Figure 1. Sequential cells colored by netlist name.
Other sequential cells in the stronger gray, the rest of the logic in the fainter gray.
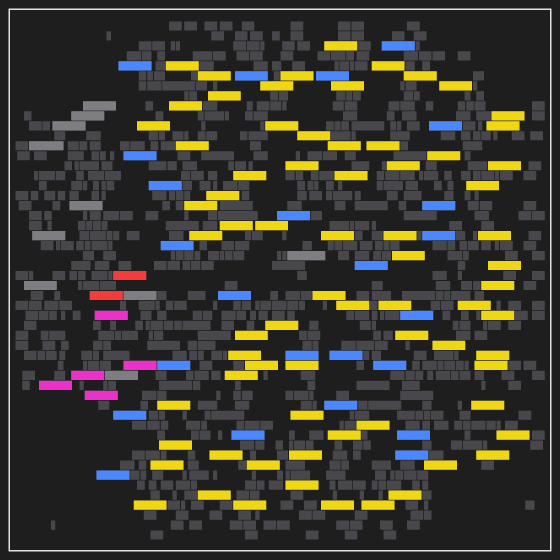
Figure 2. Clock routing.
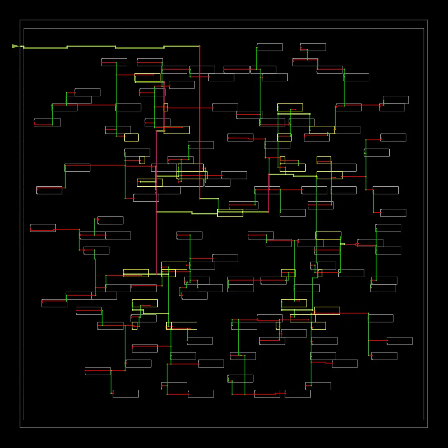
Figure 3. The metal 4 layer.
Supply wires on this layer in gray.
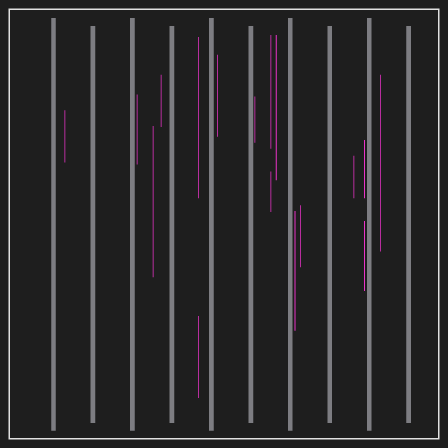
Figure 4. Cells by drive strength.
Bar = 50 um.
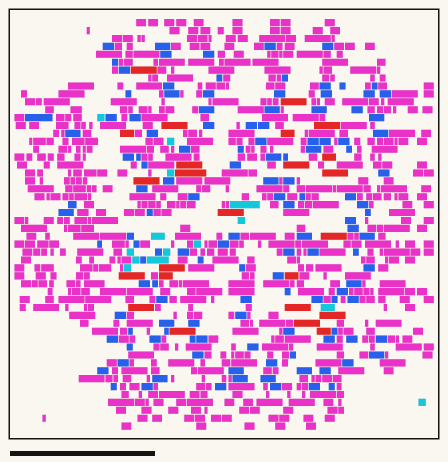
File: src/rtl/conv_pkg.sv
// conv_pkg: shared state type, width defaults and window packing helper for the convolution fetch path
package conv_pkg;
    localparam int DATA_WIDTH = 8;
    localparam int ADDR_SIZE  = 4;

    typedef enum logic [1:0] {IDLE, PRIME, STREAM, DRAIN} fetch_state_t;

    // Bit offset of pixel(r,c) inside a packed k x k window of dw-bit pixels
    function automatic int pix_lsb(input int r, input int c, input int k, input int dw);
        return (r * k + c) * dw;
    endfunction
endpackage

File: src/rtl/conv_window_shift.sv
// conv_window_shift: K x K sliding window register array with a 1-entry skid for a stalled column
//  shift_ok   in   window may take new columns this cycle
//  in1_valid  in   port-1 column arriving (oldest of the two ports)
//  in1_col    in   port-1 column, row k at [k*DATA_WIDTH]
//  in2_valid  in   port-2 column arriving
//  in2_col    in   port-2 column, same packing
//  n_shift    out  number of columns shifted into the window this cycle
//  skid_full  out  a port-1 column is parked waiting for the window
//  win_data   out  pixel(r,c) at [(r*KERNEL_SIZE+c)*DATA_WIDTH], c=0 oldest
module conv_window_shift #(
    parameter int KERNEL_SIZE = 3,
    parameter int DATA_WIDTH  = conv_pkg::DATA_WIDTH
) (
    input  logic                                       clk,
    input  logic                                       rst_n,
    input  logic                                       shift_ok,
    input  logic                                       in1_valid,
    input  logic [KERNEL_SIZE*DATA_WIDTH-1:0]          in1_col,
    input  logic                                       in2_valid,
    input  logic [KERNEL_SIZE*DATA_WIDTH-1:0]          in2_col,
    output logic [1:0]                                 n_shift,
    output logic                                       skid_full,
    output logic [KERNEL_SIZE*KERNEL_SIZE*DATA_WIDTH-1:0] win_data
);
    import conv_pkg::*;

    localparam int CW = KERNEL_SIZE * DATA_WIDTH;

    // Index 0 holds the oldest column
    typedef logic [KERNEL_SIZE-1:0][CW-1:0] win_t;

    win_t          win_q, win_d;
    logic [CW-1:0] skid_q, skid_d;
    logic          skid_full_d;

    function automatic win_t push(input win_t w, input logic [CW-1:0] col);
        return {col, w[KERNEL_SIZE-1:1]};
    endfunction

    // Columns enter strictly oldest first: parked skid column, then port 1, then port 2
    always_comb begin
        win_d       = win_q;
        skid_d      = skid_q;
        skid_full_d = skid_full;
        n_shift     = 2'd0;
        if (shift_ok && skid_full) begin
            win_d       = push(win_d, skid_q);
            skid_full_d = 1'b0;
            n_shift     = n_shift + 2'd1;
        end
        if (in1_valid && shift_ok) begin
            win_d   = push(win_d, in1_col);
            n_shift = n_shift + 2'd1;
        end else if (in1_valid) begin
            skid_d      = in1_col;
            skid_full_d = 1'b1;
        end
        if (in2_valid && shift_ok) begin
            win_d   = push(win_d, in2_col);
            n_shift = n_shift + 2'd1;
        end
    end

    always_ff @(posedge clk or negedge rst_n) begin
        if (!rst_n) begin
            win_q     <= '0;
            skid_q    <= '0;
            skid_full <= 1'b0;
        end else begin
            win_q     <= win_d;
            skid_q    <= skid_d;
            skid_full <= skid_full_d;
        end
    end

    for (genvar r = 0; r < KERNEL_SIZE; r++) begin : g_row
        for (genvar c = 0; c < KERNEL_SIZE; c++) begin : g_col
            assign win_data[pix_lsb(r, c, KERNEL_SIZE, DATA_WIDTH) +: DATA_WIDTH] = win_q[c][r*DATA_WIDTH +: DATA_WIDTH];
        end
    end

    // The fetcher only issues when the skid is empty, so a column is never dropped
    a_no_overflow: assert property (@(posedge clk) disable iff (!rst_n)
        !(!shift_ok && ((in1_valid && skid_full) || in2_valid)));
endmodule

File: src/rtl/conv_window_fetcher.sv
// conv_window_fetcher: drives the shared bank read ports and streams KxK sliding windows to the MAC array
//  start        in   pulse: fetch one row pass, ignored while busy
//  rd_en_*      out  read enables common to all banks
//  rd_addr_*    out  column addresses common to all banks
//  bank_data_*  in   1-cycle-latency bank read data, bank k at [k*DATA_WIDTH]
//  win_valid    out  window present;  win_ready in: consumer accepts
//  win_data     out  window pixels;   win_col out: leftmost column; win_last out: final window
//  busy         out  pass in progress; done out: pulse after the last handshake
module conv_window_fetcher #(
    parameter int IMAGE_SIZE  = 16,
    parameter int KERNEL_SIZE = 3,
    parameter int DATA_WIDTH  = conv_pkg::DATA_WIDTH,
    parameter int ADDR_SIZE   = conv_pkg::ADDR_SIZE
) (
    input  logic                                          clk,
    input  logic                                          rst_n,
    input  logic                                          start,
    output logic                                          rd_en_1,
    output logic [ADDR_SIZE-1:0]                          rd_addr_1,
    output logic                                          rd_en_2,
    output logic [ADDR_SIZE-1:0]                          rd_addr_2,
    input  logic [KERNEL_SIZE*DATA_WIDTH-1:0]             bank_data_1,
    input  logic [KERNEL_SIZE*DATA_WIDTH-1:0]             bank_data_2,
    output logic                                          win_valid,
    input  logic                                          win_ready,
    output logic [KERNEL_SIZE*KERNEL_SIZE*DATA_WIDTH-1:0] win_data,
    output logic [ADDR_SIZE-1:0]                          win_col,
    output logic                                          win_last,
    output logic                                          busy,
    output logic                                          done
);
    import conv_pkg::*;

    // One extra bit so the captured-column count can reach IMAGE_SIZE
    localparam int CNT_W = ADDR_SIZE + 1;
    localparam logic [CNT_W-1:0]     ONE      = CNT_W'(1);
    localparam logic [CNT_W-1:0]     TWO      = CNT_W'(2);
    localparam logic [CNT_W-1:0]     K_C      = CNT_W'(KERNEL_SIZE);
    localparam logic [CNT_W-1:0]     K_M1     = CNT_W'(KERNEL_SIZE - 1);
    localparam logic [CNT_W-1:0]     K_M2     = CNT_W'(KERNEL_SIZE - 2);
    localparam logic [CNT_W-1:0]     LAST_COL = CNT_W'(IMAGE_SIZE - 1);
    localparam logic [ADDR_SIZE-1:0] LAST_WIN = ADDR_SIZE'(IMAGE_SIZE - KERNEL_SIZE);

    fetch_state_t     state, state_d;
    logic [CNT_W-1:0] ic, ic_d, cnt, cnt_d;
    logic             p1_v, p2_v, valid_d, done_d, issue_ok, shift_ok, skid_full;
    logic [1:0]       n_shift;

    assign shift_ok = !win_valid || win_ready;
    // Only issue when the returning column is guaranteed a place (window or empty skid)
    assign issue_ok = !skid_full && !(win_valid && !win_ready);

    always_comb begin
        state_d = state;
        ic_d    = ic;
        rd_en_1 = 1'b0;
        rd_en_2 = 1'b0;
        done_d  = 1'b0;
        case (state)
            IDLE: begin
                if (start) begin
                    state_d = PRIME;
                    ic_d    = '0;
                end
            end
            PRIME: begin
                rd_en_1 = 1'b1;
                // Port 2 only reads while its column still belongs to the priming set
                rd_en_2 = (ic + ONE) <= K_M2;
                if (ic + TWO >= K_M1) begin
                    state_d = STREAM;
                    ic_d    = K_M1;
                end else begin
                    ic_d = ic + TWO;
                end
            end
            STREAM: begin
                rd_en_1 = issue_ok;
                if (issue_ok) begin
                    state_d = (ic == LAST_COL) ? DRAIN : STREAM;
                    ic_d    = (ic == LAST_COL) ? ic : ic + ONE;
                end
            end
            DRAIN: begin
                if (win_valid && win_ready && win_last) begin
                    state_d = IDLE;
                    done_d  = 1'b1;
                end
            end
            default: state_d = IDLE;
        endcase
    end

    assign rd_addr_1 = rd_en_1 ? ADDR_SIZE'(ic) : '0;
    assign rd_addr_2 = rd_en_2 ? ADDR_SIZE'(ic + ONE) : '0;

    assign cnt_d   = (state == IDLE && start) ? '0 : cnt + CNT_W'(n_shift);
    // A presented window survives a handshake only if a fresh column replaces it
    assign valid_d = (cnt_d >= K_C) && (n_shift != 2'd0 || (win_valid && !win_ready));

    assign win_col  = win_valid ? ADDR_SIZE'(cnt - K_C) : '0;
    assign win_last = win_valid && (win_col == LAST_WIN);
    assign busy     = state != IDLE;

    always_ff @(posedge clk or negedge rst_n) begin
        if (!rst_n) state <= IDLE;
        else        state <= state_d;
    end

    always_ff @(posedge clk or negedge rst_n) begin
        if (!rst_n) begin
            ic        <= '0;
            cnt       <= '0;
            p1_v      <= 1'b0;
            p2_v      <= 1'b0;
            win_valid <= 1'b0;
            done      <= 1'b0;
        end else begin
            ic        <= ic_d;
            cnt       <= cnt_d;
            p1_v      <= rd_en_1;
            p2_v      <= rd_en_2;
            win_valid <= valid_d;
            done      <= done_d;
        end
    end

    conv_window_shift #(
        .KERNEL_SIZE (KERNEL_SIZE),
        .DATA_WIDTH  (DATA_WIDTH)
    ) u_shift (
        .clk       (clk),
        .rst_n     (rst_n),
        .shift_ok  (shift_ok),
        .in1_valid (p1_v),
        .in1_col   (bank_data_1),
        .in2_valid (p2_v),
        .in2_col   (bank_data_2),
        .n_shift   (n_shift),
        .skid_full (skid_full),
        .win_data  (win_data)
    );
endmodule

File: config.mk
export PLATFORM = sky130hd
export DESIGN_NAME = conv_window_fetcher
export DESIGN_NICKNAME = d
export VERILOG_FILES = /design/src/rtl/conv_pkg.sv /design/src/rtl/conv_window_shift.sv /design/src/rtl/conv_window_fetcher.sv
export SDC_FILE = /design/constraint.sdc
export NUM_CORES = 1
export LEC_CHECK = 0
export CAP_MARGIN = 20
export CORE_UTILIZATION = 35
export CTS_CLUSTER_SIZE = 12
export DETAILED_ROUTE_END_ITERATION = 8
export PLACE_DENSITY_LB_ADDON = 0.12
export SLEW_MARGIN = 20
export SYNTH_ARGS = -nofsm -noshare
export SYNTH_HDL_FRONTEND = slang
export SYNTH_HIERARCHICAL = 1
export SYNTH_SLANG_ARGS = --single-unit
File: constraint.sdc
create_clock -name clk -period 8.9 [get_ports clk]
set_clock_uncertainty 0.05 [all_clocks]
set_input_delay 2.225 -clock clk [delete_from_list [all_inputs] [get_ports clk]]
set_output_delay 2.225 -clock clk [all_outputs]
set_load 0.01 [all_outputs]
==> results.txt <==
Worst-path clk slew = 0.05 ns
drt drc = 0
FP Util = 36.10%
DP Cell Count = 1081
Dominant combinational family = AND-OR/OR-AND gates
status = finished, final reports clean
OpenROAD warnings = 34
initial antenna violation count = 0
CP Launch Type = input port
syn_area_per_cell = 10.05 sq um
register area share after synthesis = 38.34%
post-cts hold buffer count = 0
Root Driver = clkbuf_16
first-pass GRT wire length = 36.35 mm
final-report max-slew violation count = 0
most common logic cells in the final layout = 138 x clkdlybuf4s50_1, 111 x dfrtp_1, 54 x nand2_1, 48 x mux2_2, 34 x and2_1
Final nets = 897
Core Box Area = 0.02043 sq mm
Max Fanout on Critical Path = 6
cell taking the most area after synthesis = dfrtp_1
Back to the opening pictures, Figure 1:
legend:
  red:
    name_in_the_netlist: state
    sequential_cells: 2
  yellow:
    name_in_the_netlist: u_shift/win_data
    sequential_cells: 72
  magenta:
    name_in_the_netlist: cnt
    sequential_cells: 5
  blue:
    name_in_the_netlist: u_shift/skid_q
    sequential_cells: 24
not colored: 10
Final Util: 45.82%
flop share of the area: 30.26%
Seq group: 1040 uW

Back to the opening pictures, Figure 2:
CLK BUF: 26
CTS Buf Count: 17
Power Clock: 662 uW

Back to the opening pictures, Figure 3:
main direction: vertical
share of all routed wire: 2.3%
Post-Route WL: 22.98 mm
via count: 6440

Back to the opening pictures, Figure 4:
legend:
  blue:
    size: x2
    cells: 129
    share: 15%
    most_used: mux2_2
  red:
    size: x6 and larger
    cells: 24
    share: 2.9%
    most_used: clkbuf_16
  magenta:
    size: x1 and smaller
    cells: 675
    share: 80%
    most_used: clkdlybuf4s50_1
  cyan:
    size: x3 and x4
    cells: 14
    share: 1.7%
    most_used: buf_4
post-route worst setup slack: 2.601 ns
nonclk buf count: 148
Finished Cell Area: 0.009361 sq mm
Area growth syn-to-layout: 26.94%

-- synthesized netlist by cell type (all sizes together), types with 6 or more instances --
library cell,n
nor2b,31
nand2,55
o221ai,24
nor3,28
dfrtp,113
ha,14
o32ai,24
or2,25
o31ai,25
and2,36
nor2,31
buf,49
nand3b,24
mux2i,27
inv,10
clkbuf,23
a21oi,29
xnor2,6
o22ai,25
a221oi,24
mux2,50
o221a,24
-- area by class of cell --
class | instances | area (sq um)
inverter | 10 | 38.79
multi-input combinational | 540 | 4126
sequential | 113 | 2833
tap | 270 | 337.8
clock inverter | 5 | 50.05
fill | 1915 | 11070
clock buffer | 26 | 519.2
timing repair buffer | 148 | 1456
-- power by group --
group | leakage, uW | total (uW) | internal (uW) | switching, uW
clock | 0.000286 | 662 | 425 | 237
sequential | 0.00135 | 1040 | 777 | 267
combinational | 0.00190 | 1870 | 935 | 937
total | 0.00353 | 3580 | 2140 | 1440
-- registers in the layout, summed over array words and instances (netlist names) --
signal / cells
u_shift/win_data: 72
u_shift/skid_q: 24
cnt: 5
ic: 5
state: 2
done: 1
p1_v: 1
p2_v: 1
u_shift/skid_full: 1
win_valid: 1
-- routing by layer --
metal  vias up  global-route usage, %  wire [um]
li1       2961                      -          -
met4         0                  9.072        519
met5         -                      0          0
met3        41                  5.404       1692
met2       249                  33.99      10650
met1      3189                  27.48      10110
-- worst max path at each step --
stage	startpoint	endpoint	slack [ns]	cells past startpoint
floorplan	win_ready	rd_addr_1[0]	3.68	4
global placement	win_ready	rd_addr_1[2]	2.64	6
detailed placement	win_ready	rd_addr_1[3]	2.60	6
CTS	win_ready	rd_addr_1[3]	2.60	6
global route	win_ready	rd_addr_1[3]	2.45	6
finish	win_ready	rd_addr_1[3]	2.60	6
Power is estimated from default activity; no workload was simulated.
